--- src/rtl/muldiv_pkg.sv ---
// rtl/muldiv_pkg.sv - shared types and constants for the multiply/divide sequencer
package muldiv_pkg;

    localparam int MD_DATA_WIDTH = 64;
    localparam int MD_CNT_WIDTH  = $clog2(MD_DATA_WIDTH);

    // func3 encodings of the M-extension ops
    typedef enum logic [2:0] {
        OP_MUL    = 3'd0,
        OP_MULH   = 3'd1,
        OP_MULHSU = 3'd2,
        OP_MULHU  = 3'd3,
        OP_DIV    = 3'd4,
        OP_DIVU   = 3'd5,
        OP_REM    = 3'd6,
        OP_REMU   = 3'd7
    } op_e;

    typedef enum logic [2:0] {
        ST_IDLE  = 3'd0,
        ST_PREP  = 3'd1,
        ST_CALC  = 3'd2,
        ST_FIXUP = 3'd3,
        ST_DONE  = 3'd4
    } state_e;

endpackage

--- src/rtl/muldiv_dp.sv ---
// rtl/muldiv_dp.sv - operand, accumulator and remainder registers around one shared add/sub
//
// Ports:
//   i_clk, i_arst_n      clock, synchronous active-low reset
//   i_load               latch i_op / i_src_1 / i_src_2
//   i_prep               form operand magnitudes and the result sign
//   i_step               one shift-add (multiply) or restoring-divide iteration
//   i_fixup              sign-correct and select the final result into o_result
//   i_load_fast          load i_fast_data directly into o_result
//   o_result             registered result, held until the next load
module muldiv_dp
    import muldiv_pkg::*;
#(
    parameter int DATA_WIDTH = MD_DATA_WIDTH
) (
    input  logic                  i_clk,
    input  logic                  i_arst_n,
    input  logic                  i_load,
    input  op_e                   i_op,
    input  logic [DATA_WIDTH-1:0] i_src_1,
    input  logic [DATA_WIDTH-1:0] i_src_2,
    input  logic                  i_prep,
    input  logic                  i_step,
    input  logic                  i_fixup,
    input  logic                  i_load_fast,
    input  logic [DATA_WIDTH-1:0] i_fast_data,
    output logic [DATA_WIDTH-1:0] o_result
);

    localparam int DW = DATA_WIDTH;

    op_e           r_op;
    logic [DW-1:0] r_src_1;
    logic [DW-1:0] r_src_2;
    logic [DW-1:0] r_a;       // multiplicand / divisor magnitude
    logic [DW-1:0] r_lo;      // multiplier shifting into product low / dividend shifting into quotient
    logic [DW:0]   r_rem;     // product high / partial remainder
    logic          r_neg;     // negate the selected result in FIXUP
    logic [DW-1:0] r_result;

    logic          w_is_div;
    logic          w_s1_signed;
    logic          w_s2_signed;
    logic          w_neg_1;
    logic          w_neg_2;
    logic [DW-1:0] w_mag_1;
    logic [DW-1:0] w_mag_2;
    logic          w_neg_res;
    logic [DW:0]   w_rem_sh;
    logic [DW:0]   w_add_a;
    logic [DW:0]   w_add_b;
    logic          w_cin;
    logic [DW:0]   w_sum;
    logic [2*DW-1:0] w_prod;
    logic [2*DW-1:0] w_prod_fix;
    logic [DW-1:0] w_fix_result;

    assign w_is_div    = r_op[2];
    assign w_s1_signed = (r_op == OP_MULH) || (r_op == OP_MULHSU) || (r_op == OP_DIV) || (r_op == OP_REM);
    assign w_s2_signed = (r_op == OP_MULH) || (r_op == OP_DIV) || (r_op == OP_REM);
    assign w_neg_1     = w_s1_signed & r_src_1[DW-1];
    assign w_neg_2     = w_s2_signed & r_src_2[DW-1];
    assign w_mag_1     = w_neg_1 ? -r_src_1 : r_src_1;
    assign w_mag_2     = w_neg_2 ? -r_src_2 : r_src_2;

    // Remainder follows the dividend; quotient sign is suppressed on divide-by-zero
    // so the all-ones quotient of the restoring loop passes through untouched.
    always_comb begin
        w_neg_res = w_neg_1 ^ w_neg_2;
        if (r_op == OP_REM || r_op == OP_REMU) begin
            w_neg_res = w_neg_1;
        end else if (w_is_div) begin
            w_neg_res = (w_neg_1 ^ w_neg_2) & (r_src_2 != '0);
        end
    end

    // Shared adder: multiply adds the multiplicand when the multiplier LSB is set,
    // divide subtracts the divisor from the shifted remainder (invert + carry-in).
    assign w_rem_sh = {r_rem[DW-1:0], r_lo[DW-1]};
    assign w_add_a  = w_is_div ? w_rem_sh : r_rem;
    assign w_add_b  = w_is_div ? ~{1'b0, r_a} : (r_lo[0] ? {1'b0, r_a} : '0);
    assign w_cin    = w_is_div;
    assign w_sum    = w_add_a + w_add_b + {{DW{1'b0}}, w_cin};

    assign w_prod     = {r_rem[DW-1:0], r_lo};
    assign w_prod_fix = r_neg ? -w_prod : w_prod;

    always_comb begin
        w_fix_result = '0;
        case (r_op)
            OP_MUL:                       w_fix_result = w_prod_fix[DW-1:0];
            OP_MULH, OP_MULHSU, OP_MULHU: w_fix_result = w_prod_fix[2*DW-1:DW];
            OP_DIV, OP_DIVU:              w_fix_result = r_neg ? -r_lo : r_lo;
            default:                      w_fix_result = r_neg ? -r_rem[DW-1:0] : r_rem[DW-1:0];
        endcase
    end

    always_ff @(posedge i_clk) begin
        if (!i_arst_n) begin
            r_op     <= OP_MUL;
            r_src_1  <= '0;
            r_src_2  <= '0;
            r_a      <= '0;
            r_lo     <= '0;
            r_rem    <= '0;
            r_neg    <= 1'b0;
            r_result <= '0;
        end else begin
            if (i_load) begin
                r_op    <= i_op;
                r_src_1 <= i_src_1;
                r_src_2 <= i_src_2;
            end
            if (i_prep) begin
                r_a   <= w_mag_2;
                r_lo  <= w_mag_1;
                r_rem <= '0;
                r_neg <= w_neg_res;
            end
            if (i_step) begin
                if (w_is_div) begin
                    // sum bit DW set means the trial subtraction went negative: restore
                    r_rem <= w_sum[DW] ? w_rem_sh : w_sum;
                    r_lo  <= {r_lo[DW-2:0], ~w_sum[DW]};
                end else begin
                    r_rem <= {1'b0, w_sum[DW:1]};
                    r_lo  <= {w_sum[0], r_lo[DW-1:1]};
                end
            end
            if (i_fixup) begin
                r_result <= w_fix_result;
            end else if (i_load_fast) begin
                r_result <= i_fast_data;
            end
        end
    end

    assign o_result = r_result;

endmodule

--- src/rtl/muldiv_sequencer.sv ---
// rtl/muldiv_sequencer.sv - multi-cycle RV64M multiply/divide sequencer with pipeline stall
//
// Optional feature macro: MULDIV_FAST_ZERO_EN (zero-operand ops complete one cycle after accept)
//
// Ports:
//   i_clk, i_arst_n   clock, synchronous active-low reset
//   i_start           M-extension op present in execute (held while stalled)
//   i_op              func3 of the op
//   i_src_1, i_src_2  forwarded rs1 / rs2
//   i_flush           abort any operation in flight
//   o_stall           freeze fetch/decode/execute
//   o_valid           one-cycle pulse, o_result valid
//   o_result          registered result
module muldiv_sequencer
    import muldiv_pkg::*;
#(
    parameter int DATA_WIDTH = MD_DATA_WIDTH,
    parameter int CNT_WIDTH  = MD_CNT_WIDTH
) (
    input  logic                  i_clk,
    input  logic                  i_arst_n,
    input  logic                  i_start,
    input  logic [2:0]            i_op,
    input  logic [DATA_WIDTH-1:0] i_src_1,
    input  logic [DATA_WIDTH-1:0] i_src_2,
    input  logic                  i_flush,
    output logic                  o_stall,
    output logic                  o_valid,
    output logic [DATA_WIDTH-1:0] o_result
);

    state_e               r_state;
    logic [CNT_WIDTH-1:0] r_cnt;
    logic                 r_valid;

    logic                  w_accept;
    logic                  w_busy;
    logic                  w_fast_hit;
    logic [DATA_WIDTH-1:0] w_fast_data;

    assign w_accept = (r_state == ST_IDLE) & i_start & ~i_flush;
    assign w_busy   = (r_state == ST_PREP) | (r_state == ST_CALC) | (r_state == ST_FIXUP);

`ifdef MULDIV_FAST_ZERO_EN
    // Zero divisor, or a zero factor on a multiply, has a result known from the inputs alone.
    assign w_fast_hit = (i_src_2 == '0) || ((i_src_1 == '0) && !i_op[2]);
    always_comb begin
        w_fast_data = '0;
        if (i_op[2]) begin
            w_fast_data = i_op[1] ? i_src_1 : '1;
        end
    end
`else
    assign w_fast_hit  = 1'b0;
    assign w_fast_data = '0;
`endif

    always_ff @(posedge i_clk) begin
        if (!i_arst_n) begin
            r_state <= ST_IDLE;
            r_cnt   <= '0;
            r_valid <= 1'b0;
        end else begin
            r_valid <= 1'b0;
            case (r_state)
                ST_IDLE: begin
                    if (w_accept) begin
                        if (w_fast_hit) begin
                            r_state <= ST_DONE;
                            r_valid <= 1'b1;
                        end else begin
                            r_state <= ST_PREP;
                        end
                    end
                end
                ST_PREP: begin
                    r_cnt   <= '0;
                    r_state <= i_flush ? ST_IDLE : ST_CALC;
                end
                ST_CALC: begin
                    if (i_flush) begin
                        r_state <= ST_IDLE;
                        r_cnt   <= '0;
                    end else if (r_cnt == CNT_WIDTH'(DATA_WIDTH - 1)) begin
                        r_state <= ST_FIXUP;
                        r_cnt   <= '0;
                    end else begin
                        r_cnt <= r_cnt + CNT_WIDTH'(1);
                    end
                end
                ST_FIXUP: begin
                    if (i_flush) begin
                        r_state <= ST_IDLE;
                    end else begin
                        r_state <= ST_DONE;
                        r_valid <= 1'b1;
                    end
                end
                default: begin
                    r_state <= ST_IDLE;
                end
            endcase
        end
    end

    muldiv_dp #(
        .DATA_WIDTH (DATA_WIDTH)
    ) u_dp (
        .i_clk       (i_clk),
        .i_arst_n    (i_arst_n),
        .i_load      (w_accept),
        .i_op        (op_e'(i_op)),
        .i_src_1     (i_src_1),
        .i_src_2     (i_src_2),
        .i_prep      ((r_state == ST_PREP) & ~i_flush),
        .i_step      ((r_state == ST_CALC) & ~i_flush),
        .i_fixup     ((r_state == ST_FIXUP) & ~i_flush),
        .i_load_fast (w_accept & w_fast_hit),
        .i_fast_data (w_fast_data),
        .o_result    (o_result)
    );

    // Stall drops immediately on flush and in DONE so the pipeline advances with the result.
    assign o_stall = w_accept | (w_busy & ~i_flush);
    assign o_valid = r_valid;

endmodule
--- config.mk ---
export PLATFORM = sky130hd
export DESIGN_NAME = muldiv_sequencer
export DESIGN_NICKNAME = d
export VERILOG_FILES = /design/src/rtl/muldiv_pkg.sv /design/src/rtl/muldiv_dp.sv /design/src/rtl/muldiv_sequencer.sv
export SDC_FILE = /design/constraint.sdc
export NUM_CORES = 2
export LEC_CHECK = 0
export CORE_UTILIZATION = 25
export CTS_CLUSTER_DIAMETER = 120
export DETAILED_ROUTE_END_ITERATION = 6
export PLACE_DENSITY = 0.43
export SYNTH_ARGS = -nofsm -noshare
export SYNTH_HDL_FRONTEND = slang
export SYNTH_SLANG_ARGS = --single-unit
--- constraint.sdc ---
create_clock -name i_clk -period 15.7 [get_ports i_clk]
set_input_delay 3.14 -clock i_clk [delete_from_list [all_inputs] [get_ports i_clk]]
set_output_delay 3.14 -clock i_clk [all_outputs]
set_load 0.05 [all_outputs]
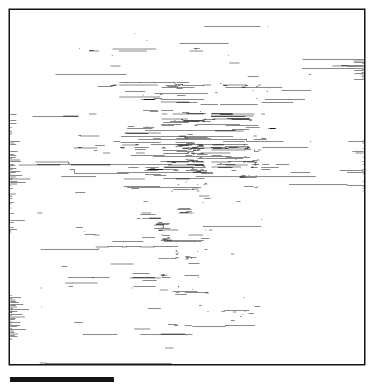
(M3 wires)
Bar = 100 microns.
The longest straight run is 129 microns. The layer holds 5.7% of the routed length. 361 nets have wire on it. The wires run mostly horizontal.

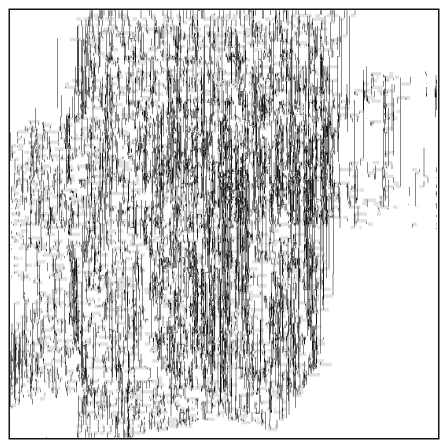
(met2 routing)
Cells faint in the background.
The layer carries 48.3 mm of wire. 3057 nets have wire on it. The wires run mostly vertical. The layer holds 41% of the routed length.

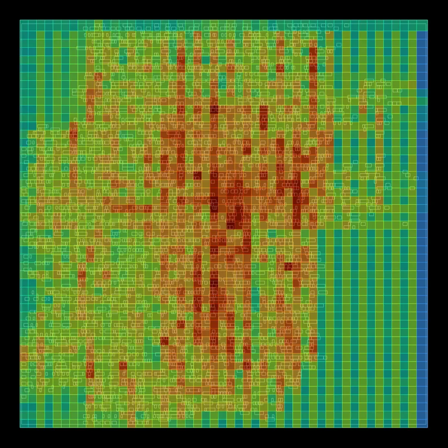
(congestion heat map)
Global Route met1 Usage: 30.11%
aggregate global-route resource usage: 19.82%
post-layout util: 29.61%

## sequential cells by signal, indices dropped and copies added, names as in the netlist
register,cells
u_dp.r_src_1,64
u_dp.r_neg,1
r_cnt,6
u_dp.r_rem,65
o_valid,1
u_dp.r_a,64
u_dp.o_result,64
u_dp.r_src_2,64
u_dp.r_lo,64
r_state,3
u_dp.r_op,3
## per-stage QoR
stage	utilization, %	setup WS, ps	power [uW]	std cells
2_1_floorplan	-	8436	1375	3860
3_3_place_gp	27.98	6993	1537	5261
3_5_place_dp	27.98	7006	1538	5261
4_1_cts	29.60	6993	2832	5357
5_1_grt	29.61	6902	2917	5358
6_report	29.61	7060	2793	5359
## per-layer routing
metal	global-route usage, %	up-vias	share of wire, %
met5	0	-	0.0093
met4	5.699	2	2.8
met3	2.960	140	5.7
met2	28.32	832	41
met1	30.11	13620	51
li1	-	13940	-
## final timing paths
check | slack (ps) | to | start | cells after the start
hold reg to reg | 460 | u_dp.r_a[61]$_SDFFE_PN0P_ | u_dp.r_a[61]$_SDFFE_PN0P_ | 2
setup reg to reg | 8840 | u_dp.r_rem[62]$_SDFFE_PN0N_ | u_dp.r_op[2]$_SDFFE_PN0P_ | 14
setup / recovery | 7060 | o_stall | i_flush | 5
hold / removal | 460 | u_dp.r_a[61]$_SDFFE_PN0P_ | u_dp.r_a[61]$_SDFFE_PN0P_ | 2
## cells by family after synthesis
logic type      count (synthesis)
compound gates               1276
xor+xnor                      315
fa+ha+maj                      71
buf+inv                       398
flops                         399
mux                           189
simple gates                 1212
## worst register-to-register path, delay by kind of cell (launching register included)
family | cells | cell delay (ps)
adder cells (fa/ha/maj) | 1 | 520
buffers and inverters | 2 | 1440
flip-flops | 1 | 730
AND-OR/OR-AND | 8 | 2410
multiplexers | 2 | 1050
AND/OR/NAND/NOR | 1 | 590
==> out/writeup.txt <==
The run finished with clean final reports. Per the post-synthesis report, the number of cells in the design is 3860. After synthesis, the largest area contributor takes up 27.91% of total cell area. The shortest period the worst path allows is 8640 ps. Counting the clock-network buffers in the layout gives 68. The logs give 201 for the number of top-level pins and 12410 for the number of fill cells. The top cell type in the final layout, fill and taps aside, is sky130_fd_sc_hd__nand2_1.

The worst setup path is launched from an input pin. Looking at the setup timing report, the critical path kind is input pin to output pin. The fraction of final cell area spent on clock buffers and inverters in this run is 5.476%. Setup repair after global routing left no endpoint under its margin. The class of the tightest hold or removal check was flop to flop.

After detailed routing, the number of vias per cell comes to 5.324. Entering global routing, the biggest net connects 112 pins. The power report attributes to the sequential group a share of 39.1%. On the critical path, the stage with the largest delay is an instance of sky130_fd_sc_hd__clkdlybuf4s50_1.

The finished cells cover 33450 sq um. The global route stage reports its total congestion overflow as 0. In this run the standard cell core region covers 113000 sq um. Counting every sink on the clock net gives 399.

After Yosys synthesis, AND-OR and OR-AND compound gates account for 27.46% of the synthesized area. The max-cap check violation count was 0. Counting instances in the post-synthesis netlist gives the leading cell types as sky130_fd_sc_hd__nand2_1 (507), sky130_fd_sc_hd__a21oi_1 (410), sky130_fd_sc_hd__dfxtp_1 (399). Group drawing the most power: the clock network. In this run the tools logged warnings totalling 30. The clock network accounts for 45.6% of the total power.

When the netlist entered floorplanning its net count stood at 4066. The layout has 257 buffers outside the clock class. The share of the core area taken by cells at floorplan is 25.34%. The number of antenna violations at the first check in global routing is 2, and the maximum clock frequency is 115.7 MHz. The script extracted a net switching power of 851.1 uW. The wire-length estimate of the detail-placed layout is 88540 microns.
Power and IR drop assume default switching activity.
